Fig. 1: drive-strength map
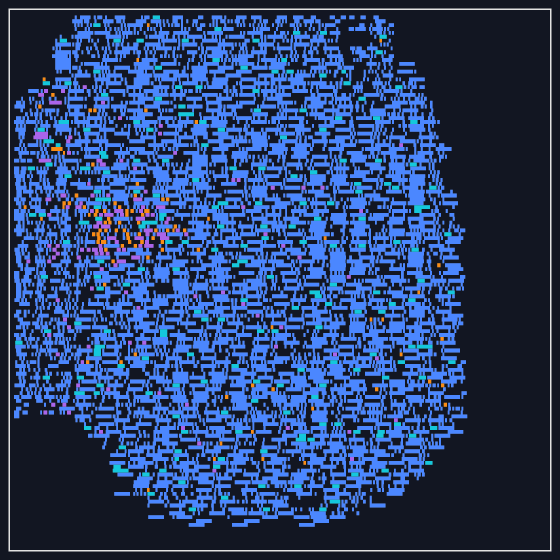
Fig. 2: routed clock nets over the placement
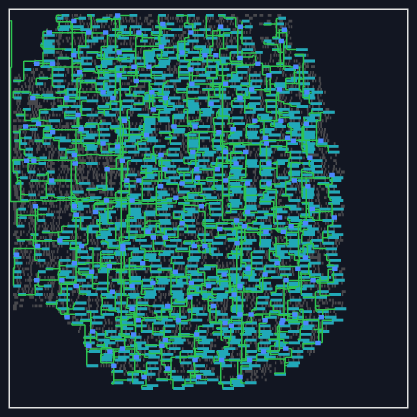
Fig. 3: metal 3
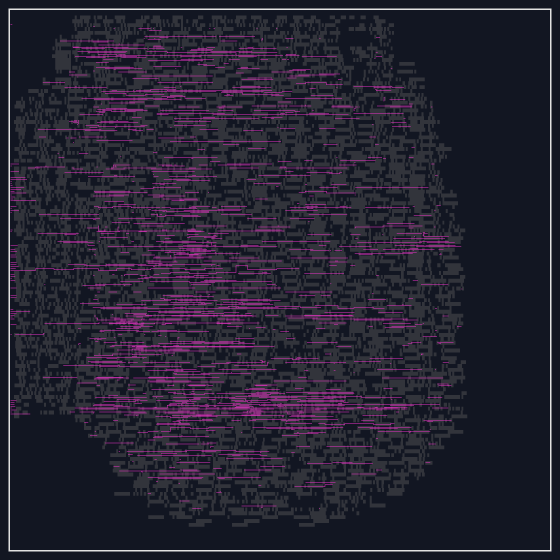
Fig. 4: congestion heat map
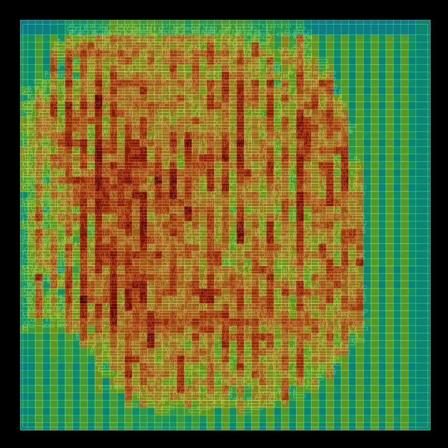
==> config.mk <==
export PLATFORM = sky130hd
export DESIGN_NAME = star_result_writer
export DESIGN_NICKNAME = d
export VERILOG_FILES = /design/src/rtl/star_pkg.sv /design/src/rtl/star_argmax_track.sv /design/src/rtl/star_result_writer.sv
export SDC_FILE = /design/constraint.sdc
export NUM_CORES = 2
export LEC_CHECK = 0
export ABC_AREA = 1
export CELL_PAD_IN_SITES_DETAIL_PLACEMENT = 1
export CELL_PAD_IN_SITES_GLOBAL_PLACEMENT = 1
export CORE_MARGIN = 2
export CORE_UTILIZATION = 35
export CTS_BUF_LIST = sky130_fd_sc_hd__clkbuf_8
export CTS_CLUSTER_DIAMETER = 100
export DETAILED_ROUTE_END_ITERATION = 12
export PLACE_DENSITY = 0.68
export SYNTH_ARGS = -nofsm -noshare
export SYNTH_HDL_FRONTEND = slang
export SYNTH_SLANG_ARGS = --single-unit
export TNS_END_PERCENT = 10
==> constraint.sdc <==
create_clock -name clk -period 6.68 [get_ports clk]
set_clock_uncertainty 0.15 [all_clocks]
set_input_delay 0.668 -clock clk [delete_from_list [all_inputs] [get_ports clk]]
set_output_delay 0.668 -clock clk [all_outputs]
set_load 0.01 [all_outputs]
==> src/rtl/star_pkg.sv <==
// Shared definitions for the STAR softmax result path.
// Holds the default row geometry, the drain FSM state type and index types
// sized from that geometry.
package star_pkg;

   localparam int unsigned STAR_ROW_LEN  = 16;
   localparam int unsigned STAR_NUM_ROWS = 16;
   localparam int unsigned STAR_DATA_W   = 32;

   localparam int unsigned STAR_IDX_W = $clog2(STAR_ROW_LEN);
   localparam int unsigned STAR_ROW_W = $clog2(STAR_NUM_ROWS);

   typedef logic [STAR_IDX_W-1:0] elem_idx_t;
   typedef logic [STAR_ROW_W-1:0] row_idx_t;

   typedef enum logic [1:0] {
      D_IDLE,
      D_WRITE,
      D_DONE
   } drain_state_t;

endpackage

==> src/rtl/star_argmax_track.sv <==
// Running per-row argmax of the accepted softmax quotients.
// Ports:
//   clk, reset          clock, synchronous active-high reset
//   sample_valid        a sample is accepted this cycle
//   sample_idx/row/data position and value of that sample
//   argmax_valid        one-cycle pulse after the last element of a row
//   argmax_idx/row      winning index and its row, held until the next pulse
module star_argmax_track
   import star_pkg::*;
#(
   parameter int unsigned DATA_W   = STAR_DATA_W,
   parameter int unsigned ROW_LEN  = STAR_ROW_LEN,
   parameter int unsigned NUM_ROWS = STAR_NUM_ROWS,
   localparam int unsigned IDX_W   = $clog2(ROW_LEN),
   localparam int unsigned ROW_W   = $clog2(NUM_ROWS)
) (
   input  logic              clk,
   input  logic              reset,
   input  logic              sample_valid,
   input  logic [IDX_W-1:0]  sample_idx,
   input  logic [ROW_W-1:0]  sample_row,
   input  logic [DATA_W-1:0] sample_data,
   output logic              argmax_valid,
   output logic [IDX_W-1:0]  argmax_idx,
   output logic [ROW_W-1:0]  argmax_row
);

   logic [DATA_W-1:0] max_q, max_d;
   logic [IDX_W-1:0]  idx_q, idx_d;
   logic              take;
   logic              valid_q;
   logic [IDX_W-1:0]  out_idx_q;
   logic [ROW_W-1:0]  out_row_q;

   // Element 0 reseeds; later elements win only when strictly greater, so
   // ties keep the lowest index.
   always_comb begin
      take  = (sample_idx == '0) || (sample_data > max_q);
      max_d = take ? sample_data : max_q;
      idx_d = take ? sample_idx : idx_q;
   end

   always_ff @(posedge clk) begin
      if (reset) begin
         max_q     <= '0;
         idx_q     <= '0;
         valid_q   <= 1'b0;
         out_idx_q <= '0;
         out_row_q <= '0;
      end else begin
         valid_q <= 1'b0;
         if (sample_valid) begin
            max_q <= max_d;
            idx_q <= idx_d;
            if (sample_idx == IDX_W'(ROW_LEN - 1)) begin
               valid_q   <= 1'b1;
               out_idx_q <= idx_d;
               out_row_q <= sample_row;
            end
         end
      end
   end

   assign argmax_valid = valid_q;
   assign argmax_idx   = out_idx_q;
   assign argmax_row   = out_row_q;

endmodule

==> src/rtl/star_result_writer.sv <==
// Result writer for the STAR softmax engine.
// Packs incoming quotients into a two-bank row buffer and drains finished rows
// to the output memory over a req/ready handshake, reporting each row's argmax.
// Ports:
//   clk, reset                     clock, synchronous active-high reset
//   in_valid, in_data              one quotient per valid cycle
//   out_req, out_ready             write handshake, completes on req & ready
//   out_addr_x, out_addr_y, out_data  registered write address and data
//   argmax_valid/idx/row           per-row argmax pulse and result
//   overflow                       sticky: a sample was dropped
//   done                           every row written, held until reset
module star_result_writer
   import star_pkg::*;
#(
   parameter int unsigned ROW_LEN  = STAR_ROW_LEN,
   parameter int unsigned NUM_ROWS = STAR_NUM_ROWS,
   parameter int unsigned DATA_W   = STAR_DATA_W,
   localparam int unsigned IDX_W   = $clog2(ROW_LEN),
   localparam int unsigned ROW_W   = $clog2(NUM_ROWS)
) (
   input  logic              clk,
   input  logic              reset,
   input  logic              in_valid,
   input  logic [DATA_W-1:0] in_data,
   output logic              out_req,
   input  logic              out_ready,
   output logic [IDX_W-1:0]  out_addr_x,
   output logic [ROW_W-1:0]  out_addr_y,
   output logic [DATA_W-1:0] out_data,
   output logic              argmax_valid,
   output logic [IDX_W-1:0]  argmax_idx,
   output logic [ROW_W-1:0]  argmax_row,
   output logic              overflow,
   output logic              done
);

   logic [DATA_W-1:0] bank_q [2][ROW_LEN];
   logic [1:0]        full_q, full_d, bank_ready;

   logic              fill_bank_q;
   logic [IDX_W-1:0]  fill_idx_q;
   logic [ROW_W-1:0]  fill_row_q;
   logic              fill_done_q;
   logic              overflow_q;
   logic              accept, fill_last, row_complete;

   drain_state_t      state_q, state_d;
   logic              drain_bank_q, drain_bank_d;
   logic [IDX_W-1:0]  drain_x_q, drain_x_d;
   logic [ROW_W-1:0]  drain_row_q, drain_row_d;
   logic [DATA_W-1:0] out_data_q, out_data_d;
   logic              drain_free;

   assign fill_last    = (fill_idx_q == IDX_W'(ROW_LEN - 1));
   assign accept       = in_valid & ~fill_done_q & ~full_q[fill_bank_q];
   assign row_complete = accept & fill_last;

   // A bank counts as ready in the cycle its last element arrives; element 0
   // is already stored, so the drain can start without a bubble. This keeps a
   // full-rate drain ahead of a full-rate fill.
   always_comb begin
      bank_ready = full_q;
      if (row_complete) begin
         bank_ready[fill_bank_q] = 1'b1;
      end
      full_d = bank_ready;
      if (drain_free) begin
         full_d[drain_bank_q] = 1'b0;
      end
   end

   always_ff @(posedge clk) begin
      if (reset) begin
         for (int b = 0; b < 2; b++) begin
            for (int i = 0; i < int'(ROW_LEN); i++) begin
               bank_q[b][i] <= '0;
            end
         end
         full_q      <= '0;
         fill_bank_q <= 1'b0;
         fill_idx_q  <= '0;
         fill_row_q  <= '0;
         fill_done_q <= 1'b0;
         overflow_q  <= 1'b0;
      end else begin
         full_q <= full_d;
         if (accept) begin
            bank_q[fill_bank_q][fill_idx_q] <= in_data;
            if (fill_last) begin
               fill_idx_q  <= '0;
               fill_bank_q <= ~fill_bank_q;
               fill_row_q  <= fill_row_q + 1'b1;
               if (fill_row_q == ROW_W'(NUM_ROWS - 1)) begin
                  fill_done_q <= 1'b1;
               end
            end else begin
               fill_idx_q <= fill_idx_q + 1'b1;
            end
         end
         if (in_valid && !accept) begin
            overflow_q <= 1'b1;
         end
      end
   end

   always_comb begin
      state_d      = state_q;
      drain_bank_d = drain_bank_q;
      drain_x_d    = drain_x_q;
      drain_row_d  = drain_row_q;
      out_data_d   = out_data_q;
      drain_free   = 1'b0;
      unique case (state_q)
         D_IDLE: begin
            if (bank_ready[drain_bank_q]) begin
               state_d    = D_WRITE;
               drain_x_d  = '0;
               out_data_d = bank_q[drain_bank_q][0];
            end
         end
         D_WRITE: begin
            if (out_ready) begin
               if (drain_x_q == IDX_W'(ROW_LEN - 1)) begin
                  drain_free   = 1'b1;
                  drain_x_d    = '0;
                  drain_bank_d = ~drain_bank_q;
                  drain_row_d  = drain_row_q + 1'b1;
                  if (drain_row_q == ROW_W'(NUM_ROWS - 1)) begin
                     state_d = D_DONE;
                  end else if (bank_ready[~drain_bank_q]) begin
                     out_data_d = bank_q[~drain_bank_q][0];
                  end else begin
                     state_d = D_IDLE;
                  end
               end else begin
                  drain_x_d  = drain_x_q + 1'b1;
                  out_data_d = bank_q[drain_bank_q][drain_x_q + 1'b1];
               end
            end
         end
         D_DONE: begin
         end
         default: state_d = D_IDLE;
      endcase
   end

   always_ff @(posedge clk) begin
      if (reset) begin
         state_q      <= D_IDLE;
         drain_bank_q <= 1'b0;
         drain_x_q    <= '0;
         drain_row_q  <= '0;
         out_data_q   <= '0;
      end else begin
         state_q      <= state_d;
         drain_bank_q <= drain_bank_d;
         drain_x_q    <= drain_x_d;
         drain_row_q  <= drain_row_d;
         out_data_q   <= out_data_d;
      end
   end

   star_argmax_track #(
      .DATA_W   (DATA_W),
      .ROW_LEN  (ROW_LEN),
      .NUM_ROWS (NUM_ROWS)
   ) u_argmax (
      .clk          (clk),
      .reset        (reset),
      .sample_valid (accept),
      .sample_idx   (fill_idx_q),
      .sample_row   (fill_row_q),
      .sample_data  (in_data),
      .argmax_valid (argmax_valid),
      .argmax_idx   (argmax_idx),
      .argmax_row   (argmax_row)
   );

   assign out_req    = (state_q == D_WRITE);
   assign out_addr_x = drain_x_q;
   assign out_addr_y = drain_row_q;
   assign out_data   = out_data_q;
   assign overflow   = overflow_q;
   assign done       = (state_q == D_DONE);

endmodule

==> summary.txt <==
Summary of the current implementation state.

- The flow ran to the end, and the final reports show no timing, DRC or antenna violations.
- The final-layout setup total negative slack is 0 ps, for reference.
- The most common logic cells in the final layout are nor2_1, edfxtp_1, nand2_1.
- Across the VDD grid, the largest voltage drop is 248.7 µV.
- The minimum clock period is 5176 ps, for reference.
- The first-pass GRT wire length is 264.8 mm, for reference.
- The worst slack on hold paths is 302.8 ps, for reference.
- The top cell type in the final layout, fill and taps aside, is nor2_1.
- The post-CTS setup buffer count is 0, for reference.
- The final design utilization is 39.74%, for reference.
- The leftover overflow at the end of global routing is 0, for reference.
- The critical path required time is 7040 ps, for reference.
- Registers are responsible for 48.5% of the overall power.
- The highest cell delay on the worst timing path is 860 ps, for reference.
- The sequential share of the synthesized area is 66.57%, for reference.
- Once the clock tree was built, the resizer swapped 0 gates to a different size.
- TritonCTS built the clock tree.
- After synthesis, the netlist uses 41 different library cells.
- The cell chosen for the clock root is clkbuf_8, for reference.
- The post-route fraction of the period consumed by the critical path is 77.48%, for reference.
- Entering global routing, the biggest net connects 204 pins.
- The standard cell core area is 139500 µm², for reference.
- The sum of met3 wire segment lengths after detailed routing is 15.25 mm, for reference.
- The via count of the first global-routing pass is 38410, for reference.
- The relative slew slack is 10.17%, for reference.
- In this run the horizontal extent of the chip is 379.2 µm.
- Clock tree synthesis inserted a total of 186 buffers.
- The worst-path maximum fanout is 26, for reference.
- In the setup report, the worst path falls into the class reg2reg.
- For the pin with the worst max-slew slack, the measured transition is 1343 ps.
- The power attributed to sequential cells is 8310 µW, for reference.
- Buffers inserted to repair hold after CTS numbered 1.
- The total iterations of the first detailed-routing run is 6, for reference.
- The top cell type by total area after synthesis is edfxtp_1, for reference.
- The cell family contributing the most delay on the critical path is simple AND/OR/NAND/NOR gates.
Back to the opening pictures, Fig. 1:
Key: drive 1 or less = blue [cells 4418, most used nor2_1]; drive 2 = orange [cells 95, most used nand2_2]; drive 6 and up = cyan [cells 214, most used clkbuf_8]; drive 3 to 4 = purple [cells 129, most used buf_4]
post-layout instance area: 55450 µm²
Non-CTS buffers: 193
area grow syn2layout: 12.57%
setup ws final: 1504 ps

Back to the opening pictures, Fig. 2:
Key: clock wires = green [length 15500 µm]; cells driving clock nets = blue [count 186]; flip-flops = cyan [count 1126]
There are 187 routed clock nets.
clock network latency to the later pin of the worst-skew pair: 910 ps
clock network power share: 33.7%
clock network power: 5770 µW

Back to the opening pictures, Fig. 3:
The layer holds 8.3% of the routed length. The wires run mostly horizontal. The longest straight run is 138 µm. The layer carries 15300 µm of wire.
total via count in the routed design: 37856
met3 track demand over resource: 4.454%
Total Routed Length: 183.9 mm

Back to the opening pictures, Fig. 4:
global routing met1 resource utilization: 33.70%
busiest metal layer after global routing: met2
average detailed-routed wire length per instance: 27.31 µm
fraction of met2 tracks used by global routing: 40.08%

[worst register-to-register path, cell delays in order (launching register included)]
cell and delay, ps:
dfxtp_1 840, inv_4 390, nand2_2 210, nand2_4 120
nor2_8 160, nand2_2 100, nor2_1 260, nor2_1 100
nand2_1 80, nor2_1 50, nand2_2 540, inv_2 570
buf_4 350, nor2_1 860
[cells by family (layout without fill, tap and decap cells)]
kind of cell	after synthesis	in the layout	synth area share, %
simple gates	2218	2218	18.56
flops	1126	1126	66.57
compound gates	762	762	9.019
buf+inv	499	680	4.239
fa+ha+maj	39	39	0.9906
mux	29	29	0.5893
xor+xnor	2	2	0.03557
other cells	0	1	0
[cells in the mapped netlist (all sizes together) (2+ instances only)]
master	instances
nor2	1190
edfxtp	1024
nand2	672
o21ai	421
nand3	321
clkbuf	242
inv	116
a21oi	114
buf	106
dfxtp	102
o221ai	75
o211ai	65
o22ai	55
ha	39
clkinv	35
mux2i	29
o32ai	27
nand3b	18
nor3	8
nand4	6
xor2	2
[worst paths after layout]
kind	cells after the start	from	endpoint	slack, ps
worst max register to register	13	fill_bank_q	bank_q[1][344]	1500
worst min register to register	2	u_argmax.argmax_idx[2]	u_argmax.argmax_idx[2]	310
worst max-delay path	13	fill_bank_q	bank_q[1][344]	1500
worst min-delay path	3	in_data[0]	u_argmax.max_q[0]	300
[metrics by stage]
step                area (µm²)  setup WS, ps  instances
CTS                      55450          1567       6732
finish                   55450          1504       6733
floorplan                49260          3378       4675
global placement         52050          1726       6395
global route             55450          1324       6733
detailed placement       52050          1670       6395
[layout make-up]
cell class                 count  share of cell area (%)
multi-input combinational   3050                   26.21
antenna                        1                0.004513
sequential                  1126                   59.15
tap                         1876                   4.233
clock buffer                 191                   4.741
clock inverter               145                   1.376
timing repair buffer         193                   3.227
inverter                     151                   1.060
No activity file was given, so power comes from the tool's default toggle rates.
